`src/rtl/xif_issue_arbiter.sv`:
```
// xif_issue_arbiter: shares one CORE-V-XIF issue port and one result port
// between NUM_REQ harts. Requester k is presented to the coprocessor as hartid k.
//
// Ports:
//   clk_i, rst_i            clock, synchronous active-high reset
//   req_valid_i/ready_o     per-requester issue handshake
//   req_instr_i, req_id_i   per-requester payload (flattened, requester 0 in LSBs)
//   req_accept_o            broadcast issue_accept_i (qualify with req_ready_o)
//   req_writeback_o         broadcast issue_writeback_i
//   issue_*                 single issue port to the coprocessor
//   result_*                single result port from the coprocessor
//   res_valid_o/ready_i     per-requester result handshake
//   res_id_o, res_data_o    broadcast result payload
//   credit_full_o           requester has MAX_OUTSTANDING unretired instructions
module xif_issue_arbiter #(
  parameter int unsigned NUM_REQ         = 2,
  parameter int unsigned X_ID_WIDTH      = 4,
  parameter int unsigned X_HARTID_WIDTH  = 3,
  parameter int unsigned X_RFW_WIDTH     = 32,
  parameter int unsigned MAX_OUTSTANDING = 4
) (
  input  logic                          clk_i,
  input  logic                          rst_i,
  input  logic [NUM_REQ-1:0]            req_valid_i,
  output logic [NUM_REQ-1:0]            req_ready_o,
  input  logic [NUM_REQ*32-1:0]         req_instr_i,
  input  logic [NUM_REQ*X_ID_WIDTH-1:0] req_id_i,
  output logic                          req_accept_o,
  output logic                          req_writeback_o,
  output logic                          issue_valid_o,
  input  logic                          issue_ready_i,
  output logic [31:0]                   issue_instr_o,
  output logic [X_HARTID_WIDTH-1:0]     issue_hartid_o,
  output logic [X_ID_WIDTH-1:0]         issue_id_o,
  input  logic                          issue_accept_i,
  input  logic                          issue_writeback_i,
  input  logic                          result_valid_i,
  output logic                          result_ready_o,
  input  logic [X_HARTID_WIDTH-1:0]     result_hartid_i,
  input  logic [X_ID_WIDTH-1:0]         result_id_i,
  input  logic [X_RFW_WIDTH-1:0]        result_data_i,
  output logic [NUM_REQ-1:0]            res_valid_o,
  input  logic [NUM_REQ-1:0]            res_ready_i,
  output logic [X_ID_WIDTH-1:0]         res_id_o,
  output logic [X_RFW_WIDTH-1:0]        res_data_o,
  output logic [NUM_REQ-1:0]            credit_full_o
);

  localparam int unsigned INSTR_W = 32;
  localparam int unsigned PTR_W   = (NUM_REQ > 1) ? $clog2(NUM_REQ) : 1;
  localparam int unsigned CNT_W   = $clog2(MAX_OUTSTANDING + 1);
  localparam logic [CNT_W-1:0] CNT_MAX = CNT_W'(MAX_OUTSTANDING);

  typedef enum logic {ST_IDLE = 1'b0, ST_LOCKED = 1'b1} state_e;

  state_e                r_state, w_state_nxt;
  logic [PTR_W-1:0]      r_rr_ptr, w_rr_ptr_nxt;
  logic [PTR_W-1:0]      r_grant, w_grant_nxt;
  logic [PTR_W-1:0]      w_grant, w_rr_grant;
  logic                  w_grant_vld, w_rr_vld;
  logic [NUM_REQ-1:0]    w_elig, w_inc, w_dec, w_hit;
  logic                  w_issue_hs, w_res_hs, w_res_in_range, w_res_rdy;
  logic [INSTR_W-1:0]    w_instr [NUM_REQ];
  logic [X_ID_WIDTH-1:0] w_id    [NUM_REQ];

  // Per-requester payload unpack, eligibility, result decode and credit counter.
  for (genvar k = 0; k < NUM_REQ; k++) begin : g_req
    logic [CNT_W-1:0] r_cnt;

    assign w_instr[k]       = req_instr_i[k*INSTR_W +: INSTR_W];
    assign w_id[k]          = req_id_i[k*X_ID_WIDTH +: X_ID_WIDTH];
    assign w_elig[k]        = req_valid_i[k] && (r_cnt < CNT_MAX);
    assign w_inc[k]         = w_issue_hs && issue_accept_i && (w_grant == PTR_W'(k));
    assign w_hit[k]         = (result_hartid_i == X_HARTID_WIDTH'(k));
    assign w_dec[k]         = w_res_hs && w_hit[k];
    assign res_valid_o[k]   = !rst_i && result_valid_i && w_hit[k];
    assign credit_full_o[k] = !rst_i && (r_cnt == CNT_MAX);

    // Simultaneous issue and retire cancel; out-of-range moves saturate.
    always_ff @(posedge clk_i) begin : p_cnt
      if (rst_i) begin
        r_cnt <= '0;
      end else if (w_inc[k] && !w_dec[k] && (r_cnt != CNT_MAX)) begin
        r_cnt <= r_cnt + CNT_W'(1);
      end else if (w_dec[k] && !w_inc[k] && (r_cnt != '0)) begin
        r_cnt <= r_cnt - CNT_W'(1);
      end
    end

    always_ff @(posedge clk_i) begin : p_cnt_chk
      if (!rst_i) begin
        assert (!(w_inc[k] && !w_dec[k] && (r_cnt == CNT_MAX)));
        assert (!(w_dec[k] && !w_inc[k] && (r_cnt == '0)));
      end
    end
  end

  // Round-robin search: first eligible index at or after r_rr_ptr, wrapping.
  always_comb begin : p_search
    int unsigned idx;
    idx        = 0;
    w_rr_grant = '0;
    w_rr_vld   = 1'b0;
    for (int unsigned i = 0; i < NUM_REQ; i++) begin
      idx = (32'(r_rr_ptr) + i) % NUM_REQ;
      if (!w_rr_vld && w_elig[PTR_W'(idx)]) begin
        w_rr_grant = PTR_W'(idx);
        w_rr_vld   = 1'b1;
      end
    end
  end

  // Grant FSM: a presented but unacknowledged grant is frozen until handshake.
  always_comb begin : p_fsm
    w_state_nxt  = r_state;
    w_grant_nxt  = r_grant;
    w_rr_ptr_nxt = r_rr_ptr;
    w_grant      = w_rr_grant;
    w_grant_vld  = w_rr_vld;
    case (r_state)
      ST_IDLE: begin
        if (w_rr_vld && !issue_ready_i) begin
          w_state_nxt = ST_LOCKED;
          w_grant_nxt = w_rr_grant;
        end
      end
      ST_LOCKED: begin
        w_grant     = r_grant;
        w_grant_vld = 1'b1;
        if (issue_ready_i) begin
          w_state_nxt = ST_IDLE;
        end
      end
    endcase
    if (w_grant_vld && issue_ready_i) begin
      w_rr_ptr_nxt = PTR_W'((32'(w_grant) + 32'd1) % NUM_REQ);
    end
  end

  always_ff @(posedge clk_i) begin : p_state
    if (rst_i) begin
      r_state  <= ST_IDLE;
      r_grant  <= '0;
      r_rr_ptr <= '0;
    end else begin
      r_state  <= w_state_nxt;
      r_grant  <= w_grant_nxt;
      r_rr_ptr <= w_rr_ptr_nxt;
    end
  end

  // Issue side.
  assign issue_valid_o   = !rst_i && w_grant_vld;
  assign w_issue_hs      = issue_valid_o && issue_ready_i;
  assign issue_instr_o   = w_instr[w_grant];
  assign issue_id_o      = w_id[w_grant];
  assign issue_hartid_o  = X_HARTID_WIDTH'(w_grant);
  assign req_accept_o    = issue_accept_i;
  assign req_writeback_o = issue_writeback_i;

  always_comb begin : p_req_ready
    req_ready_o = '0;
    if (issue_valid_o) begin
      req_ready_o[w_grant] = issue_ready_i;
    end
  end

  // Result side: results for a non-existent hart are sunk so the port never stalls.
  assign w_res_in_range = |w_hit;
  assign w_res_rdy      = w_res_in_range ? |(w_hit & res_ready_i) : 1'b1;
  assign result_ready_o = !rst_i && w_res_rdy;
  assign w_res_hs       = result_valid_i && result_ready_o && w_res_in_range;
  assign res_id_o       = result_id_i;
  assign res_data_o     = result_data_i;

  always_ff @(posedge clk_i) begin : p_res_chk
    if (!rst_i) begin
      assert (!(result_valid_i && !w_res_in_range));
    end
  end

endmodule

```
`config.mk`:
```
export PLATFORM = sky130hd
export DESIGN_NAME = xif_issue_arbiter
export DESIGN_NICKNAME = d
export VERILOG_FILES = /design/src/rtl/xif_issue_arbiter.sv
export SDC_FILE = /design/constraint.sdc
export NUM_CORES = 1
export LEC_CHECK = 0
export ABC_AREA = 1
export CORE_ASPECT_RATIO = 0.7
export CORE_UTILIZATION = 26
export CTS_CLUSTER_SIZE = 16
export DETAILED_ROUTE_END_ITERATION = 10
export GPL_ROUTABILITY_DRIVEN = 0
export HOLD_SLACK_MARGIN = 0.05
export PLACE_DENSITY = 0.87
export SYNTH_ARGS = -nofsm -noshare
export SYNTH_HDL_FRONTEND = slang
export SYNTH_SLANG_ARGS = --single-unit
```
`constraint.sdc`:
```
create_clock -name clk_i -period 2.5 [get_ports clk_i]
set_input_delay 0.375 -clock clk_i [delete_from_list [all_inputs] [get_ports clk_i]]
set_output_delay 0.375 -clock clk_i [all_outputs]
set_load 0.005 [all_outputs]
```
**Power grid**

Scale bar: 20 um. Pins as bars on the die edge.
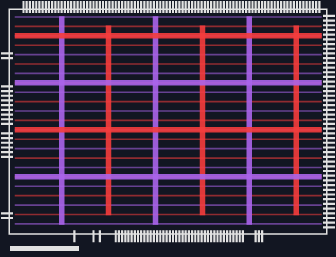
Key: purple = VSS; red = VDD
23 met1 rails follow the rows. 4 straps on met5.
core box area: 5310 um2
maximum VDD drop: 235 uV

**Placement by cell class**

Fill, decap, tap and diode cells in gray.
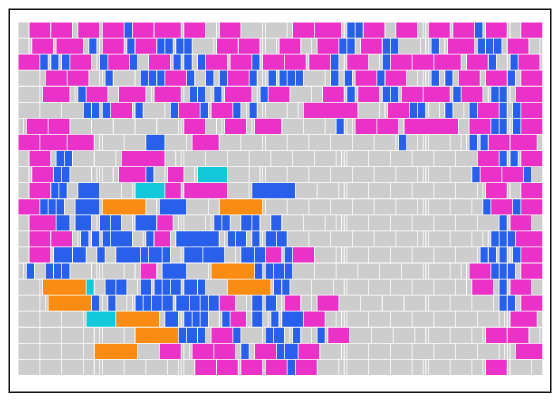
Key: blue = all other logic [cells 200, share of their area 35%]; cyan = clock drivers and dummy loads [cells 4, share of their area 1.7%]; magenta = other buffers and delay cells [cells 142, share of their area 57%]; orange = flops [cells 9, share of their area 6.8%]
standard-cell rows: 22
post-route cell area: 2730 um2
fin util: 0.514
fraction of area in registers: 0.0660

**Clock wires, drivers and flops**

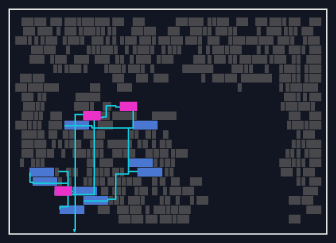
Key: magenta = cells driving clock nets [count 3]; cyan = clock wires [length 178 um]; blue = flip-flops [count 9]
There are 4 routed clock nets.
Worst-Skew Late Latency: 0.24 ns
Layout Skew: 0.00823 ns
P_clk: 174 uW
Clock Power Share: 0.201

==> summary.txt <==
Yosys cell count = 258
CP Data Required Time = 2.12 ns
Post_cts resized = 0
RR Startpoint = g_req[0].r_cnt[2]
Non-clk buf share = 0.550
Post-CTS Hold Buffers = 0
CTS buffer count = 3
Die X = 91.4 um
Comb. cell area = 843 um2
Worst setup margin = 0.0594 ns
CP startpoint = req_valid_i[1]
Grt met2 use = 0.269
Vias in the first global route = 1,666
Combinational share of power = 0.613
Endpoint type of the worst setup path = output pin
Critical Path AT = 2.07 ns
Crit Path Class = in2out
Tap Count = 72
P_seq = 161 uW
Share of cells above drive strength 1 = 0.107
FP Util = 0.274
Ys flops = 9
Maxcap violations = 0
Initial antenna violation count = 0
Post-synth EDFFs = 0
Hpwl dp = 4120 um
Status = complete, no violations
Non-filler instance count after layout = 427
Area Overhead vs Synth = 87.5%
Most numerous logic cell after layout = nand2_1
WL met1 = 2230 um
Area occupied by registers = 180 um2
Power figures rest on the tool's default switching activity, not on a simulated workload.
